Figure 1. Local utilization (run 1).
Scale: 6 px per µm. The die is cut into 9 by 10 equal tiles; dark purple is low, yellow is high, 0 to 100% covered.
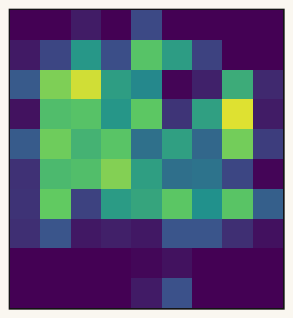
Figure 2. Logic cells by family (run 1).
Scale: 10 px per µm.
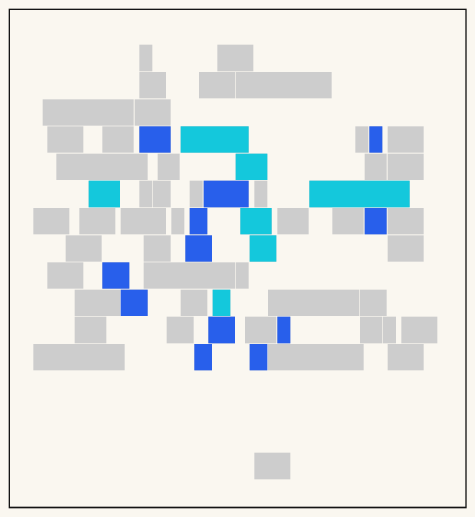
Figure 3. Sequential cells grouped by signal name (run 1).
Scale: 8 px per µm. Other cells in gray.
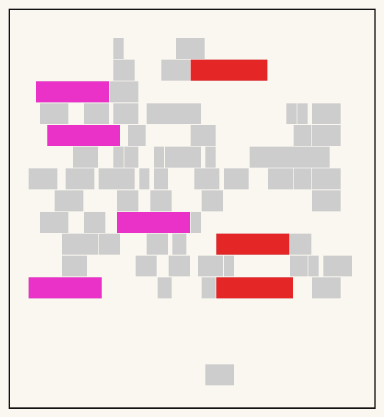
Figure 4. The clock network (run 1).
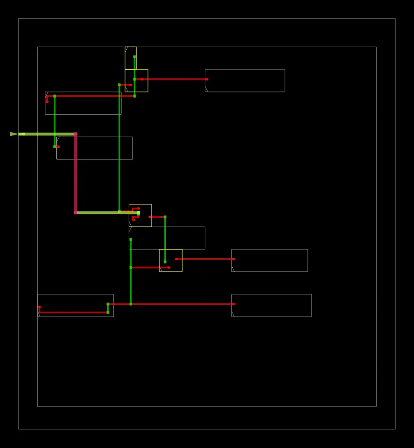
==> config.mk <==
export PLATFORM = sky130hd
export DESIGN_NAME = aes_round_ctrl
export DESIGN_NICKNAME = d
export VERILOG_FILES = /design/src/rtl/aes_pkg.sv /design/src/rtl/aes_round_ctrl.sv
export SDC_FILE = /design/constraint.sdc
export NUM_CORES = 1
export LEC_CHECK = 0
export CAP_MARGIN = 0
export CORE_ASPECT_RATIO = 1.1
export CORE_MARGIN = 2
export CORE_UTILIZATION = 25
export CTS_CLUSTER_DIAMETER = 120
export DETAILED_ROUTE_END_ITERATION = 12
export GPL_TIMING_DRIVEN = 0
export PLACE_DENSITY_LB_ADDON = 0.2
export SLEW_MARGIN = 20
export SYNTH_ARGS = -nofsm -noshare
export SYNTH_HDL_FRONTEND = slang
export SYNTH_SLANG_ARGS = --single-unit
==> constraint.sdc <==
create_clock -name clk -period 2 [get_ports clk]
set_input_delay 0.2 -clock clk [delete_from_list [all_inputs] [get_ports clk]]
set_output_delay 0.2 -clock clk [all_outputs]
set_load 0.01 [all_outputs]
==> impl_metrics.ini, run 1 <==
; flow metrics
[worst_setup_path]
regToRegSetupSlack_ns = 0.47
cpMaxStageDelayCell = clkdlybuf4s50_1
cp.required_ns = 1.80

[grt]
met2_usage = 0.143
met3_usage = 0.0440
track_usage = 0.114

[power_and_ir_drop]
swShare = 0.394
power.share.sequential = 0.269
switching_power_mw = 0.378
p_comb_frac = 0.592

[routing]
wl_per_cell_um = 12.6
ant_nets = 0
drt_iter0_drc = 1
drt-pass1-iter-count = 3

[layout]
n_antenna_cell = 0
final_nets = 73
drive_above_1_share = 0.169

[clocking]
ctsHoldBuffers = 0
h-tree-depth = 1
cts.sink_count = 7
post-cts-setup-buffers = 0
ctsResizeCount = 2
clock_path_buffers = 2
cts_tree = done

[logic_synthesis]
ys_sh_xor = 0.0185
netlist_area_um2 = 474
synth_seq_share = 0.369
top_logic_kind = simple AND/OR/NAND/NOR gates
top_area_frac = 0.369
aoi_share = 0.232
synth_stat.cells = 47
yosys.area.top_type = dfrtp_1
synth_flops = 7
syn_nets = 54

[run_status]
status = finished clean

[timing]
drv_slew = 0
timing.final.crit_share = 0.964
fin_tns_setup_ns = 0

[place]
port_buffers = 15

[run]
maxCapViolCount = 0
## Picture notes: Figure 1
nearly empty tiles: 29%
tiles over 75% full: 7.8%
densest ninth of the die: center
fullest tile: 95%
emptiest ninth of the die: lower left
mean over tiles: 29%
Finished Core Util: 0.379
Core ar.: 1780 µm²
floorplan utilization: 0.266

## Picture notes: Figure 2
[aoi and oai cells] cyan | cells: 7
[nor cells] blue | cells: 12 | most used: nor3b_1
Commonest Layout Cell: clkdlybuf4s50_1
Post-Layout Cell Count: 83
logic share of the area: 0.409

## Picture notes: Figure 3
[`state_q`] red | flops: 3
[`round_idx`] magenta | flops: 4
area taken by flip-flops and latches: 178 µm²
flop share of the area: 0.263

## Picture notes: Figure 4
Fin Clk Skew: 0.00585 ns
Seq cells: 7
Clk. pwr: 0.133 mW
# clk buffers: 4

==> run 1: stage by stage <==
step	area [µm²]	util	hold WS, ns	setup slack (ns)
after floorplan	474	-	-0.0956	0.583
after global placement	647	0.363	0.496	0.141
after detailed placement	647	0.363	0.500	0.142
after CTS	672	0.377	0.234	0.0587
after global routing	676	0.379	0.228	0.00505
final	676	0.379	0.223	0.0716
==> run 1: cell type report <==
cell class,instances,area share
Timing Repair Buffer,15,0.222
Clock buffer,4,0.0389
Multi-Input combinational cell,34,0.409
Inverter,4,0.0222
Tap cell,18,0.0333
Sequential cell,7,0.263
Buffer,1,0.0111
==> run 1: synthesized netlist by cell type (all sizes together) <==
| cell type | instances |
|---|---|
| and3 | 1 |
| a211oi | 1 |
| nand2 | 4 |
| nor2 | 3 |
| nor3b | 5 |
| or3 | 1 |
| xnor2 | 1 |
| nor3 | 3 |
| a21o | 1 |
| buf | 2 |
| o21bai | 1 |
| o32ai | 1 |
| a211o | 2 |
| a21oi | 1 |
| nor4b | 1 |
| inv | 4 |
| ha | 2 |
| o2bb2ai | 1 |
| dfrtp | 7 |
| a2111oi | 1 |
| nand3 | 1 |
| and3b | 2 |
| a221oi | 1 |
==> run 1: power by group through the flow <==
| stage | Clock, mW | Combinational, mW | Sequential [mW] |
|---|---|---|---|
| floorplan | 0 | 0.360 | 0.235 |
| global placement | 0 | 0.585 | 0.239 |
| detailed placement | 0 | 0.587 | 0.240 |
| CTS | 0.137 | 0.574 | 0.257 |
| global route | 0.149 | 0.616 | 0.274 |
| finish | 0.133 | 0.568 | 0.258 |
==> run 1: worst reg2reg max path: cells and delay by family, from the launching register on <==
| kind | cells | cell delay, ns |
|---|---|---|
| simple gates | 2 | 0.30 |
| flops | 1 | 0.32 |
| compound gates | 2 | 0.63 |
| buf+inv | 1 | 0.16 |
Figure 5. Wires at chosen ports, followed through buffers (run 1).
Scale: 8 px per µm.
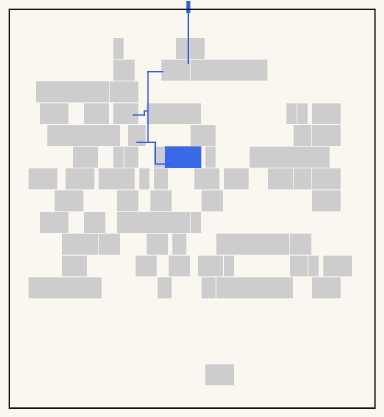

==> run 1 -> run 2 <==
--- a/config.mk
+++ b/config.mk
@@ -6,14 +6,12 @@
 export NUM_CORES = 1
 export LEC_CHECK = 0
 export CAP_MARGIN = 0
-export CORE_ASPECT_RATIO = 1.1
-export CORE_MARGIN = 2
-export CORE_UTILIZATION = 25
+export CORE_AREA = 2 2 39 41
 export CTS_CLUSTER_DIAMETER = 120
 export DETAILED_ROUTE_END_ITERATION = 12
+export DIE_AREA = 0 0 41 43
 export GPL_TIMING_DRIVEN = 0
-export PLACE_DENSITY_LB_ADDON = 0.2
-export SLEW_MARGIN = 20
+export PLACE_DENSITY_LB_ADDON = 0.15
 export SYNTH_ARGS = -nofsm -noshare
 export SYNTH_HDL_FRONTEND = slang
 export SYNTH_SLANG_ARGS = --single-unit
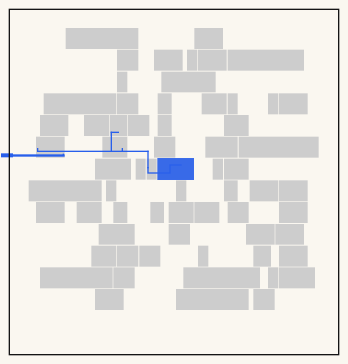
Figure 6: run 2, wires at chosen ports, followed through buffers.
Scale: 8 px per µm.
[`mix_en`] blue | bits: 1 | direction: output | edge: left | end cells: 1 | wire: 32.0 µm
I/O pin cnt: 16
I/O Buffers: 15

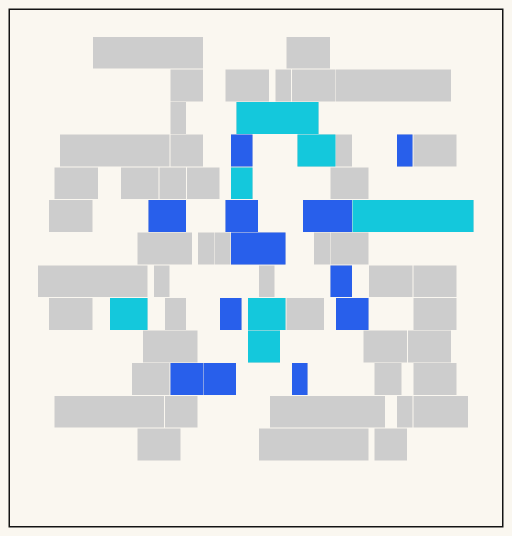
Figure 7: run 2, logic cells by family.
Scale: 12 px per µm.
[aoi and oai cells] cyan | cells: 7
[nor cells] blue | cells: 12 | most used: nor3b_1 | where: center
Post-Layout Cell Count: 81
logic share of the area: 0.411

==> run 2 against run 1 <==
  * Sequential share of layout area is 0.097 points lower
  * Routed wire length fell by 6.3%
  * Combinational power is essentially flat
  * Largest cell class unchanged
==> impl_metrics.ini, run 2 <==
; flow metrics
[logic_synthesis]
synth_seq_share = 0.369
top_cell = dfrtp_1
common_cells = dfrtp_1, inv_1, nand2_1, nor3b_1
synth_stat.cells = 47
synthArstFlopShare = 1.00
synth-main-ff-cell = dfrtp_1
synth_flops = 7
edf_count = 0
yosys.area.top_type = dfrtp_1

[routing]
drt_iter0_drc = 10
ant_nets = 0
drt-pass1-iter-count = 2
wl_per_cell_um = 12.1

[floorplanning]
initCoreUtil = 0.343
core_area_um2 = 1380

[grt]
track_usage = 0.142
met3_usage = 0.0524

[timing]
fin_tns_setup_ns = 0
timing.final.crit_share = 0.918
drv_slew = 0

[clocking]
ctsHoldBuffers = 0
cts_tree = done
clock_path_buffers = 2
post-cts-setup-buffers = 0
h-tree-depth = 1
cts.sink_count = 7

[run]
maxCapViolCount = 0

[layout]
lay_top_count = clkdlybuf4s50_1
drive_above_1_share = 0.154
final_nets = 73
n_antenna_cell = 0

[run_status]
status = finished clean

[power_and_ir_drop]
switching_power_mw = 0.376
swShare = 0.392

[worst_setup_path]
cp.required_ns = 1.80
run 2: power groups by stage:
stage | Clock, mW | Combinational (mW) | Sequential (mW)
floorplan | 0 | 0.360 | 0.235
global placement | 0 | 0.586 | 0.236
detailed placement | 0 | 0.586 | 0.238
CTS | 0.139 | 0.574 | 0.251
global route | 0.151 | 0.624 | 0.268
finish | 0.133 | 0.567 | 0.257
run 2: cells by family after synthesis:
kind of cell             Yosys count  share of synthesized area
AND/OR/NAND/NOR                   21                      0.269
AND-OR/OR-AND                     10                      0.232
flip-flops                         7                      0.369
buffers and inverters              6                     0.0580
adder cells (fa/ha/maj)            2                     0.0528
XOR/XNOR                           1                     0.0185
run 2: per-layer routing:
layer  share of wire  vias up  wire, µm
li1                -      210         -
met1            0.45      191       447
met2            0.44       14       437
met3           0.082        2        81
met4           0.016        0        16
met5               0        -         0
run 2: worst register-to-register path, cell delays in order (launching register included):
cell and delay (ns):
dfrtp_1 0.32, buf_4 0.16, and3b_1 0.22, a2111oi_4 0.38, nor4b_1 0.09, a211o_1 0.23
run 2: per-stage QoR:
step                      instance area (µm²)  utilization
after global placement                    644        0.466
after CTS                                 668        0.483
after floorplan                           474            -
after detailed placement                  644        0.466
after global routing                      678        0.490
final                                     678        0.490
run 2: layout make-up:
cell class	instances	area, µm²	share of cell area
clock buffer	4	26.3	0.0387
sequential	7	178	0.262
inverter	4	15.0	0.0221
multi-input combinational	34	279	0.411
timing repair buffer	15	153	0.225
tap	16	20.0	0.0295
buffer	1	7.51	0.0111
run 2: repair_timing:
item,CTS,global route
pin swaps,0,0
gates resized,1,4
setup endpoints to repair,2,3
No activity file was given, so power comes from the tool's default toggle rates.
